`src/rtl/mem_bus_arbiter.sv`:
```
// Shares one external memory bus between instruction fetch and the MEM stage,
// one transaction at a time, with byte-lane steering and load extension.
module mem_bus_arbiter #(
  parameter int ADDR_WIDTH = 32,
  parameter int DATA_WIDTH = 32
) (
  input  logic                  clk_i,
  input  logic                  rst_i,
  input  logic                  if_req_i,
  input  logic [ADDR_WIDTH-1:0] if_addr_i,
  output logic [DATA_WIDTH-1:0] if_data_o,
  output logic                  if_ack_o,
  input  logic [3:0]            mem_op_i,
  input  logic [ADDR_WIDTH-1:0] mem_addr_i,
  input  logic [DATA_WIDTH-1:0] mem_data_i,
  output logic [DATA_WIDTH-1:0] mem_rdata_o,
  output logic                  mem_ack_o,
  output logic                  mem_misalign_o,
  output logic                  stallreq_if_o,
  output logic                  stallreq_mem_o,
  output logic                  bus_req_o,
  output logic                  bus_we_o,
  output logic [ADDR_WIDTH-1:0] bus_addr_o,
  output logic [DATA_WIDTH-1:0] bus_wdata_o,
  output logic [3:0]            bus_be_o,
  input  logic [DATA_WIDTH-1:0] bus_rdata_i,
  input  logic                  bus_ack_i
);

  typedef enum logic [2:0] {IDLE, BUSY_I, BUSY_D, RESP_I, RESP_D} state_t;

  localparam logic [3:0] OP_LB = 4'd1, OP_LH = 4'd2, OP_LW = 4'd3, OP_LBU = 4'd4,
                         OP_LHU = 4'd5, OP_SB = 4'd6, OP_SH = 4'd7, OP_SW = 4'd8;

  state_t                state, state_nxt;
  logic                  last_d;
  logic                  mis_q;
  logic [DATA_WIDTH-1:0] rdata_q;

  logic                  d_pending, is_byte, is_half, is_word, is_store, misalign;
  logic                  grant_i, grant_d;
  logic [3:0]            be_d;
  logic [DATA_WIDTH-1:0] wdata_d;
  logic [DATA_WIDTH-1:0] load_val;
  logic [7:0]            lane_b;
  logic [15:0]           lane_h;
  logic                  unused_addr_bits;

  assign unused_addr_bits = ^if_addr_i[1:0];

  assign is_byte   = (mem_op_i == OP_LB) || (mem_op_i == OP_LBU) || (mem_op_i == OP_SB);
  assign is_half   = (mem_op_i == OP_LH) || (mem_op_i == OP_LHU) || (mem_op_i == OP_SH);
  assign is_word   = (mem_op_i == OP_LW) || (mem_op_i == OP_SW);
  assign is_store  = (mem_op_i == OP_SB) || (mem_op_i == OP_SH) || (mem_op_i == OP_SW);
  assign d_pending = is_byte || is_half || is_word;
  assign misalign  = (is_half && mem_addr_i[0]) || (is_word && (mem_addr_i[1:0] != 2'b00));

  // Round-robin: on a tie the side that did not win last time gets the bus.
  assign grant_d = (state == IDLE) && d_pending && (!if_req_i || !last_d);
  assign grant_i = (state == IDLE) && if_req_i && !grant_d;

  always_comb begin
    be_d    = 4'b1111;
    wdata_d = mem_data_i;
    if (is_byte) begin
      be_d    = 4'b0001 << mem_addr_i[1:0];
      wdata_d = {4{mem_data_i[7:0]}};
    end else if (is_half) begin
      be_d    = mem_addr_i[1] ? 4'b1100 : 4'b0011;
      wdata_d = {2{mem_data_i[15:0]}};
    end
  end

  // NOTE: every signal gets a default before the case so no path leaves it
  // unassigned; otherwise synthesis infers a latch.
  always_comb begin
    state_nxt = state;
    case (state)
      IDLE: begin
        if (grant_d)      state_nxt = misalign ? RESP_D : BUSY_D;
        else if (grant_i) state_nxt = BUSY_I;
      end
      BUSY_I:  if (bus_ack_i) state_nxt = RESP_I;
      BUSY_D:  if (bus_ack_i) state_nxt = RESP_D;
      default: state_nxt = IDLE;
    endcase
  end

  // NOTE: non-blocking assignments for all registered state, so every flop
  // samples pre-edge values regardless of statement order.
  always_ff @(posedge clk_i or posedge rst_i) begin
    if (rst_i) begin
      state       <= IDLE;
      last_d      <= 1'b0;
      mis_q       <= 1'b0;
      rdata_q     <= '0;
      bus_req_o   <= 1'b0;
      bus_we_o    <= 1'b0;
      bus_addr_o  <= '0;
      bus_wdata_o <= '0;
      bus_be_o    <= 4'b0000;
    end else begin
      state <= state_nxt;
      if (grant_i) begin
        last_d      <= 1'b0;
        mis_q       <= 1'b0;
        bus_req_o   <= 1'b1;
        bus_we_o    <= 1'b0;
        bus_addr_o  <= {if_addr_i[ADDR_WIDTH-1:2], 2'b00};
        bus_be_o    <= 4'b1111;
        bus_wdata_o <= '0;
      end else if (grant_d) begin
        last_d <= 1'b1;
        mis_q  <= misalign;
        if (!misalign) begin
          bus_req_o   <= 1'b1;
          bus_we_o    <= is_store;
          bus_addr_o  <= {mem_addr_i[ADDR_WIDTH-1:2], 2'b00};
          bus_be_o    <= be_d;
          bus_wdata_o <= wdata_d;
        end
      end
      if (((state == BUSY_I) || (state == BUSY_D)) && bus_ack_i) begin
        bus_req_o <= 1'b0;
        rdata_q   <= bus_rdata_i;
      end
    end
  end

  // Lane select uses the op/address still held by the stalled MEM stage.
  assign lane_b = rdata_q[{mem_addr_i[1:0], 3'b000} +: 8];
  assign lane_h = rdata_q[{mem_addr_i[1], 4'b0000} +: 16];

  always_comb begin
    load_val = '0;
    case (mem_op_i)
      OP_LB:   load_val = {{24{lane_b[7]}}, lane_b};
      OP_LBU:  load_val = {24'b0, lane_b};
      OP_LH:   load_val = {{16{lane_h[15]}}, lane_h};
      OP_LHU:  load_val = {16'b0, lane_h};
      OP_LW:   load_val = rdata_q;
      default: load_val = '0;
    endcase
  end

  assign if_ack_o       = (state == RESP_I);
  assign if_data_o      = if_ack_o ? rdata_q : '0;
  assign mem_ack_o      = (state == RESP_D) && !mis_q;
  assign mem_misalign_o = (state == RESP_D) && mis_q;
  assign mem_rdata_o    = mem_ack_o ? load_val : '0;
  assign stallreq_mem_o = d_pending && (state != RESP_D);
  assign stallreq_if_o  = if_req_i && (state != RESP_I);

endmodule

```
`config.mk`:
```
export PLATFORM = sky130hd
export DESIGN_NAME = mem_bus_arbiter
export DESIGN_NICKNAME = d
export VERILOG_FILES = /design/src/rtl/mem_bus_arbiter.sv
export SDC_FILE = /design/constraint.sdc
export NUM_CORES = 1
export LEC_CHECK = 0
export ABC_CLOCK_PERIOD_IN_PS = 4600
export CAP_MARGIN = 10
export CORE_MARGIN = 2
export CORE_UTILIZATION = 42
export DETAILED_ROUTE_END_ITERATION = 10
export PLACE_DENSITY = 0.81
export SETUP_SLACK_MARGIN = 0.4
export SLEW_MARGIN = 20
export SYNTH_ARGS = -nofsm -noshare
export SYNTH_HDL_FRONTEND = slang
export SYNTH_SLANG_ARGS = --single-unit
export TNS_END_PERCENT = 20
```
`constraint.sdc`:
```
create_clock -name clk_i -period 4.6 [get_ports clk_i]
set_input_delay 0.92 -clock clk_i [delete_from_list [all_inputs] [get_ports clk_i]]
set_output_delay 0.92 -clock clk_i [all_outputs]
set_load 0.01 [all_outputs]
```
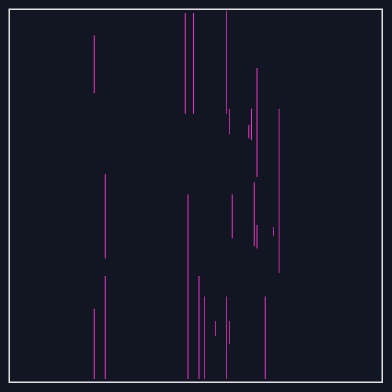
(images/layer_met4.png)
Drawn at 3 px/um.
wire length on this layer: 552 um
share of all routed wire: 2.9%
longest straight run: 61.2 um
main direction: vertical
nets with wire on the layer: 22
overall routed net length: 19200 um
number of vias after detailed routing: 5554

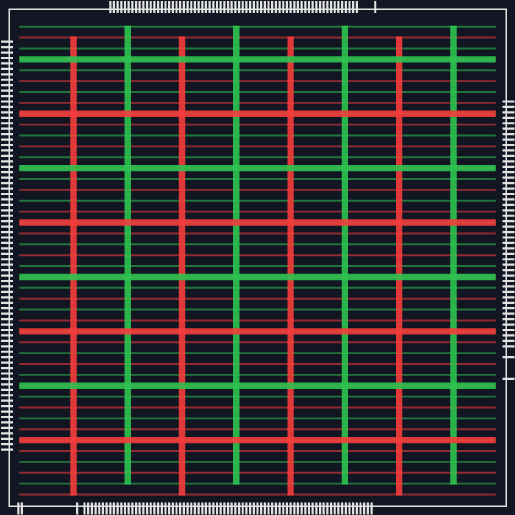
(images/power_grid.png)
Drawn at 4 px/um. Pins as bars on the die edge.
[red] VSS
[green] VDD
met5 straps: 8
signal pins: 275
met4 straps: 8
rows: 43
chip height: 124 um
Chip Width: 124 um
core outline area: 13900 um2

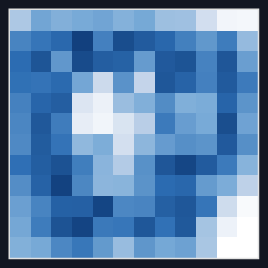
(images/cell_density.png)
Drawn at 2 px/um. The die is cut into 12 by 12 equal tiles; white is low, dark blue is high, 0 to 100% covered.
fullest tile: 94%
tiles over 75% full: 29%
nearly empty tiles: 2.1%
mean over tiles: 59%
effective utilization at floorplan: 0.433
end-of-flow core utilization: 0.664

==> GITHUB_STEP_SUMMARY <==
### Flow metrics

| Metric | Value |
|---|---|
| Insertion delay to the later sink of the worst-skew pair | 0.34 ns |
| Maximum level of the CTS H-tree | 3 |
| Via count of the first global-routing pass | 5450 |
| Post-synth tally of flip-flops with integrated enable | 0 |
| Endpoint of the worst register-to-register path | bus_wdata_o[15]$_DFFE_PP0P_ |
| Share of power burned in combinational logic | 0.494 |
| Part of the Yosys area used for sequential elements | 0.436 |
| Vias per cell | 5.51 |
| Registers with the highest flip-flop counts | bus_wdata_o x32, rdata_q x32, bus_addr_o x30 |
| Switching Power | 1.72 mW |
| TritonCTS clock tree | yes |
| Count of state elements after synthesis | 105 |
| Wire length on met1 | 7640 um |
| CTS Buf Count | 9 |
| Static Leak | 3.81 nW |
| Status | finished clean |
| Category of the critical setup timing path | in2out |
| Reg2reg path depth | 6 |
| Worst min-delay path endpoint | bus_addr_o[23]$_DFFE_PP0P_ |
| Internal power summed over all cells | 3.29 mW |
| GP Congestion | 0.873 |
| Setup repair after global routing missed its margin | true |
| Fill cell count | 1067 |
| YS chip area | 6030 um2 |
| Commonest cells after routing, fill and taps aside | clkdlybuf4s50_1 (268), dfrtp_1 (105), mux2_2 (96) |
| Number of antenna-violating nets in the routed design | 0 |
| Required time reported for the critical path endpoint | 3.68 ns |
| Clock tree skew after final layout | 0.00681 ns |
| Post_cts resized | 4 |
| Detailed-router iteration count before antenna repair | 5 |
| Number of buffers added for setup after CTS | 0 |
| Post-Layout Cell Count | 1008 |
| Max Slew Vio Count | 0 |
| Placed instance count | 992 |
| Peak Freq | 239 MHz |
| Cell area after synthesis | 6030 um2 |
| Launching point of the worst reg2reg path | state[1]$_DFFE_PP0P_ |
| Post-DP HPWL | 14500 um |
| Power Density | 542 nW/um2 |
| Wire length of the first global-routing pass | 28800 um |
| Diodes inserted | 0 |
| Share of async-settable or async-resettable flops after synthesis | 1.00 |
| Synthesized area divided by synthesized cell count | 10.7 um2 |
| Proportion of layout cells with a drive suffix above 1 | 0.197 |
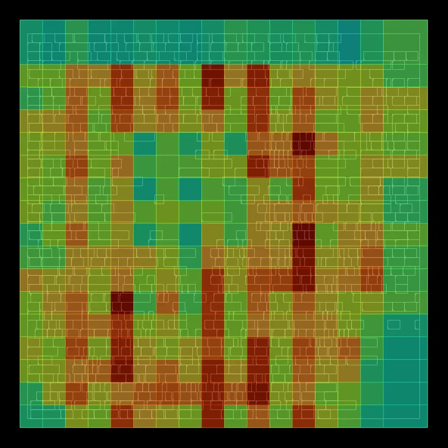
(images/congestion.png)
fraction of met1 tracks used by global routing: 0.307
GRT Overall Usage: 0.245
post-DR wirelength/cell: 19.1 um
met3 track demand over resource in global routing: 0.0563

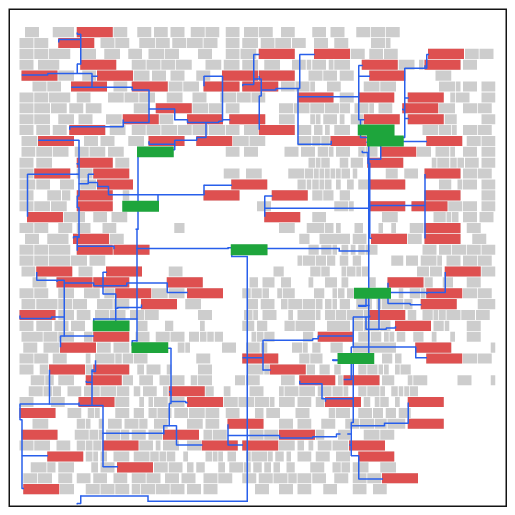
(images/clk_routes.png)
Drawn at 4 px/um.
[blue] clock wires | length: 1370 um
[green] clock drivers | count: 9
[red] flip-flops | count: 105
flops lie: all over the die

[final cells by class]
| type | count | area share |
|---|---|---|
| Clock buffer | 10 | 0.0258 |
| Multi-Input combinational cell | 403 | 0.343 |
| Sequential cell | 105 | 0.284 |
| Timing Repair Buffer | 292 | 0.311 |
| Tap cell | 180 | 0.0244 |
| Inverter | 13 | 0.00555 |
| Clock inverter | 5 | 0.00609 |
[synth_stat cells, drive strengths merged (5+ instances only)]
library cell	instances	area, um2
mux2	112	1300
dfrtp	105	2630
nor2	45	169
a21oi	39	195
nand2	35	131
and2	33	206
mux2i	29	290
buf	23	155
clkbuf	21	78.8
a22o	14	123
inv	12	45.0
a22oi	11	82.6
o22ai	10	62.6
a221o	7	70.1
a21o	5	37.5
nor3	5	25.0
o21a	5	37.5
o21ai	5	25.0
[cell families (layout without fill, tap and decap cells)]
| logic type | count (synthesis) | count (layout) | synth area share |
|---|---|---|---|
| AND/OR/NAND/NOR | 145 | 145 | 0.119 |
| multiplexers | 141 | 141 | 0.263 |
| AND-OR/OR-AND | 112 | 112 | 0.130 |
| flip-flops | 105 | 105 | 0.436 |
| buffers and inverters | 57 | 320 | 0.0469 |
| XOR/XNOR | 2 | 2 | 0.00290 |
| adder cells (fa/ha/maj) | 1 | 1 | 0.00166 |
| other | 1 | 2 | 0.000622 |
[critical path, cell delays in order]
cell	delay [ns]
clkdlybuf4s50_1	0.47
buf_6	0.21
maj3_1	0.36
nor3b_1	0.15
o21a_1	0.29
a221o_1	0.35
clkdlybuf4s50_1	0.50
[stage by stage]
stage               cell area (um2)  hold slack [ns]  setup slack, ns
floorplan                      6040            0.492            0.919
global placement               8910            0.487            0.266
detailed placement             8910            0.495            0.231
CTS                            9210            0.507            0.412
global route                   9250            0.520            0.377
finish                         9250            0.504            0.416
Power and IR drop assume default switching activity.
